## src/rtl/binary_mul_sched.sv

```systemverilog
// Round-robin scheduler sharing one serial 8x8 multiplier among NUM_REQ requesters.
// Grants one operand pair at a time, waits LATENCY cycles, returns product with requester ID.
module binary_mul_sched #(
    parameter int NUM_REQ = 4,
    parameter int LATENCY = 9,
    parameter int IDW     = $clog2(NUM_REQ)
) (
    input  logic                 clk,
    input  logic                 rst,
    input  logic [NUM_REQ-1:0]   req_valid,
    input  logic [8*NUM_REQ-1:0] req_a,
    input  logic [8*NUM_REQ-1:0] req_b,
    output logic [NUM_REQ-1:0]   req_ready,
    output logic                 rsp_valid,
    input  logic                 rsp_ready,
    output logic [IDW-1:0]       rsp_id,
    output logic [15:0]          rsp_p,
    output logic [7:0]           mul_a,
    output logic [7:0]           mul_b,
    output logic                 mul_en,
    output logic                 mul_rst_n,
    input  logic [15:0]          mul_p,
    output logic                 busy,
    output logic [15:0]          ops_done
);

    typedef enum logic [1:0] {IDLE, RUN, DONE} state_t;

    localparam int CNTW = $clog2(LATENCY + 1);

    state_t          state;
    logic [IDW-1:0]  ptr;
    logic [CNTW-1:0] cnt;
    logic            grant_any;
    logic [IDW-1:0]  grant_idx;
    logic [IDW-1:0]  scan;

    // Scan from ptr+1 upward so the last winner gets lowest priority next time.
    // NOTE: every always_comb output gets a default first, so no latch is inferred.
    always_comb begin
        grant_any = 1'b0;
        grant_idx = '0;
        scan      = '0;
        for (int k = 1; k <= NUM_REQ; k++) begin
            scan = IDW'((int'(ptr) + k) % NUM_REQ);
            if (!grant_any && req_valid[scan]) begin
                grant_any = 1'b1;
                grant_idx = scan;
            end
        end
    end

    always_comb begin
        req_ready = '0;
        if (!rst && state == IDLE && grant_any)
            req_ready = NUM_REQ'(1) << grant_idx;
    end

    assign mul_rst_n = ~rst;

    // NOTE: sequential state uses non-blocking assignments only.
    always_ff @(posedge clk) begin
        if (rst) begin
            state     <= IDLE;
            ptr       <= IDW'(NUM_REQ - 1);
            cnt       <= '0;
            rsp_valid <= 1'b0;
            rsp_id    <= '0;
            rsp_p     <= '0;
            mul_a     <= '0;
            mul_b     <= '0;
            mul_en    <= 1'b0;
            busy      <= 1'b0;
            ops_done  <= '0;
        end else begin
            case (state)
                IDLE: begin
                    if (grant_any) begin
                        mul_a  <= req_a[{grant_idx, 3'b000} +: 8];
                        mul_b  <= req_b[{grant_idx, 3'b000} +: 8];
                        rsp_id <= grant_idx;
                        ptr    <= grant_idx;
                        cnt    <= '0;
                        mul_en <= 1'b1;
                        busy   <= 1'b1;
                        state  <= RUN;
                    end
                end
                RUN: begin
                    if (cnt == CNTW'(LATENCY)) begin
                        rsp_p     <= mul_p;
                        rsp_valid <= 1'b1;
                        mul_en    <= 1'b0;
                        state     <= DONE;
                    end else begin
                        cnt <= cnt + 1'b1;
                    end
                end
                DONE: begin
                    if (rsp_ready) begin
                        rsp_valid <= 1'b0;
                        ops_done  <= ops_done + 16'd1;
                        busy      <= 1'b0;
                        state     <= IDLE;
                    end
                end
                default: state <= IDLE;
            endcase
        end
    end

endmodule

```

## config.mk

```make
export PLATFORM = sky130hd
export DESIGN_NAME = binary_mul_sched
export DESIGN_NICKNAME = d
export VERILOG_FILES = /design/src/rtl/binary_mul_sched.sv
export SDC_FILE = /design/constraint.sdc
export NUM_CORES = 1
export LEC_CHECK = 0
export CAP_MARGIN = 40
export CORE_MARGIN = 4
export CORE_UTILIZATION = 44
export DETAILED_ROUTE_END_ITERATION = 8
export PLACE_DENSITY = 0.9
export RECOVER_POWER = 50
export SLEW_MARGIN = 20
export SYNTH_ARGS = -nofsm -noshare
export SYNTH_HDL_FRONTEND = slang
export SYNTH_SLANG_ARGS = --single-unit
```

## constraint.sdc

```tcl
create_clock -name clk -period 4.55 [get_ports clk]
set_input_delay 0.91 -clock clk [delete_from_list [all_inputs] [get_ports clk]]
set_output_delay 0.91 -clock clk [all_outputs]
set_load 0.005 [all_outputs]
```

### Register map, names as in the netlist

The bar under the picture is 20 um long. Other sequential cells in the stronger gray, the rest of the logic in the fainter gray.
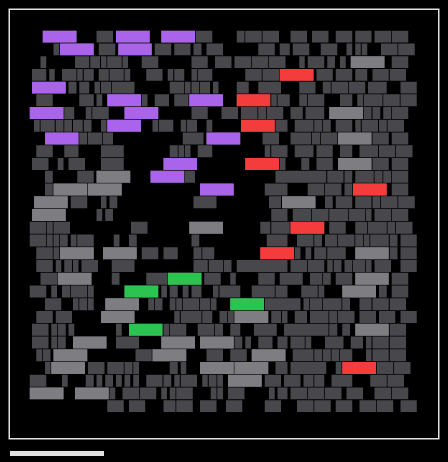
Key: purple = `ops_done` [placed flops 16]; green = `cnt` [placed flops 4]; red = `mul_b` [placed flops 8]
Another 33 sequential cells are not colored.
sequential logic power: 575 uW
utilization of the core after routing: 69.8%
Register Area: 1220 sq um

### Congestion heat map

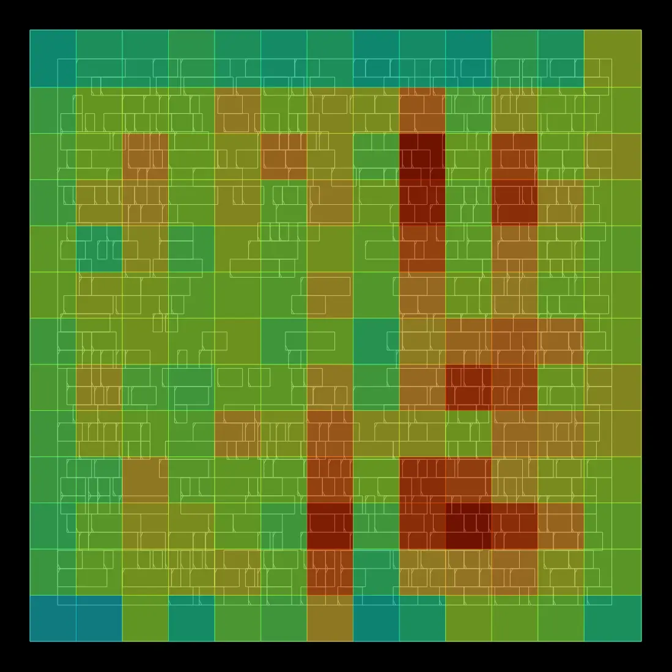
Wirelength per Cell: 15.7 um
fraction of met3 tracks used by global routing: 7.13%
met2 routing resource usage after global routing: 37.0%
total track usage: 21.8%
routing usage on met1: 24.7%

### Routed metal, one color a layer

The bar under the picture is 20 um long. Two of the layers only.
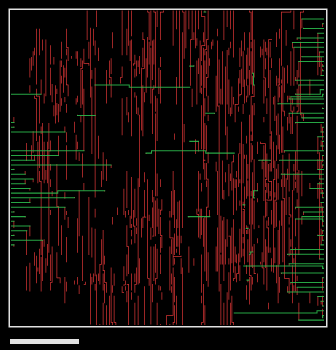
Key: red = metal 2 [wire length 4,490 um]; green = metal 3 [wire length 642 um]
Total Routed Length: 9.01 mm
DR vias: 2,994

==> impl_metrics.py <==
# Flow results
metrics = {
    "drt": {
        "detailedRoute.firstIterationViolations": 109,
        "ant_nets": 0,
        "wirelength_met1_mm": 3.73,
        "first_pass_iters": 4,
        "wl_met2_mm": 4.49,
    },
    "cells_and_area": {
        "largest_registers_ranked_by_flip_flop_count": "ops_done: 16 flops, rsp_p: 16 flops",
        "sh_seq_area_pct": 25.9,
        "final-nonclk-buf-share_pct": 31.3,
        "fill_cells": 560,
        "synthToLayoutAreaGrowth_pct": 54.1,
        "final-clk-cell-share_pct": 4.78,
        "top_area_cell_class": "combinational gates",
        "logic_gates": 264,
        "num-nets-final": 579,
        "commonest_non_fill_non_tap_cells_in_the_layout": "clkdlybuf4s50_1 (106), nand2_1 (62), dfxtp_1 (61)",
    },
    "synth": {
        "syn-cell-area_sq_um": 3060,
        "ys_sh_xor_pct": 4.30,
        "syn-num-nets": 442,
        "post_synth_main_logic_family": "simple AND/OR/NAND/NOR gates",
        "sequential_element_share_of_the_synthesized_area_pct": 39.9,
        "yosysTopAreaCell": "dfxtp_1",
        "yosysChipArea_sq_um": 3060,
        "synthesis.yosys.warnings": 0,
        "fraction_of_post_synthesis_cell_area_in_the_top_cell_type_by_area_pct": 39.9,
        "postSynthAreaPerCell_sq_um": 8.69,
        "flop_cell": "dfxtp_1",
        "synth-async-reset-ratio_pct": 0,
        "post_synth_aoi_oai_area_pct": 11.7,
        "postSynthRegisterBits": 61,
        "ys_sh_adder_pct": 1.23,
    },
    "run": {
        "log.warning_count": 27,
    },
    "final_timing": {
        "report.final.slew_viol_count": 0,
        "clock.fmax_mhz": 246,
        "fin_setup_tns_ns": 0,
        "slew_headroom_pct": 52.0,
        "timing.hold.ws_ns": 0.449,
        "fin_crit_sh_pct": 89.2,
        "timing_hold_violations_final": 0,
    },
    "power_and_ir_drop": {
        "power_top_consumer": "sequential cells",
        "p_total_mw": 1.37,
        "total_leakage_power_nw": 1.77,
        "clockNetworkPower_uw": 538,
        "power.clock.fraction_pct": 39.3,
        "irDropWorstVdd_mv": 0.181,
        "p_sw_uw": 323,
    },
    "setup_path": {
        "regToRegEndpoint": "mul_a[3]",
        "setup.worst_path.end_class": "output port",
        "path_max_fanout": 17,
        "critical-path-slowest-cell": "clkdlybuf4s50_1",
        "cp-startpoint": "req_valid[0]",
        "critical_path_cell_count": 6,
        "timing.critical_path.slowest_cell_delay_ns": 0.60,
        "critical_path_required_ns": 3.64,
        "path_buffers": 2,
        "worstReg2RegStart": "ptr[1]",
        "critical-path-top-delay-family": "buffers and inverters",
        "timing.critical_path.cells": "clkdlybuf4s50_1 -> a21o_1 -> a31o_2 -> nand2_1 -> nor2b_1 -> clkdlybuf4s50_1",
        "worstRegToRegCells": 6,
        "cp_data_arrival_time_ns": 3.15,
        "start_kind": "input port",
    },
    "floorplan": {
        "die_width_um": 91.4,
        "core_sq_um": 6760,
        "tapcells": 80,
        "io_pins": 145,
        "initial_utilization_pct": 45.3,
    },
    "clocking": {
        "numCtsBuffers": 9,
        "worstSkewPairLatency_ns": 0.33,
        "cts_buffer_depth": 2,
        "cts_hold_buf": 0,
        "cts.sink_count": 61,
        "cts_root_buf": "clkbuf_8",
        "cts.repair_timing.setup_buffer_count": 0,
        "tritoncts": "yes",
    },
    "grt": {
        "grt_pass1_wl_mm": 14.5,
        "top_usage_layer": "met2",
        "grt_pass1_vias": 2975,
        "grt_max_degree": 44,
    },
    "min_path": {
        "worstHoldPathType": "flip-flop to flip-flop",
        "hold_start": "rsp_p[15]",
        "holdPathStages": 2,
        "min_to": "rsp_p[15]",
    },
    "placed_design": {
        "numPlacedInstances": 558,
        "dpl_cell_area_sq_um": 4500,
        "post-dp-hpwl_mm": 6.89,
    },
    "status": {
        "run_status": "complete, no violations",
    },
}
Power figures rest on the tool's default switching activity, not on a simulated workload.
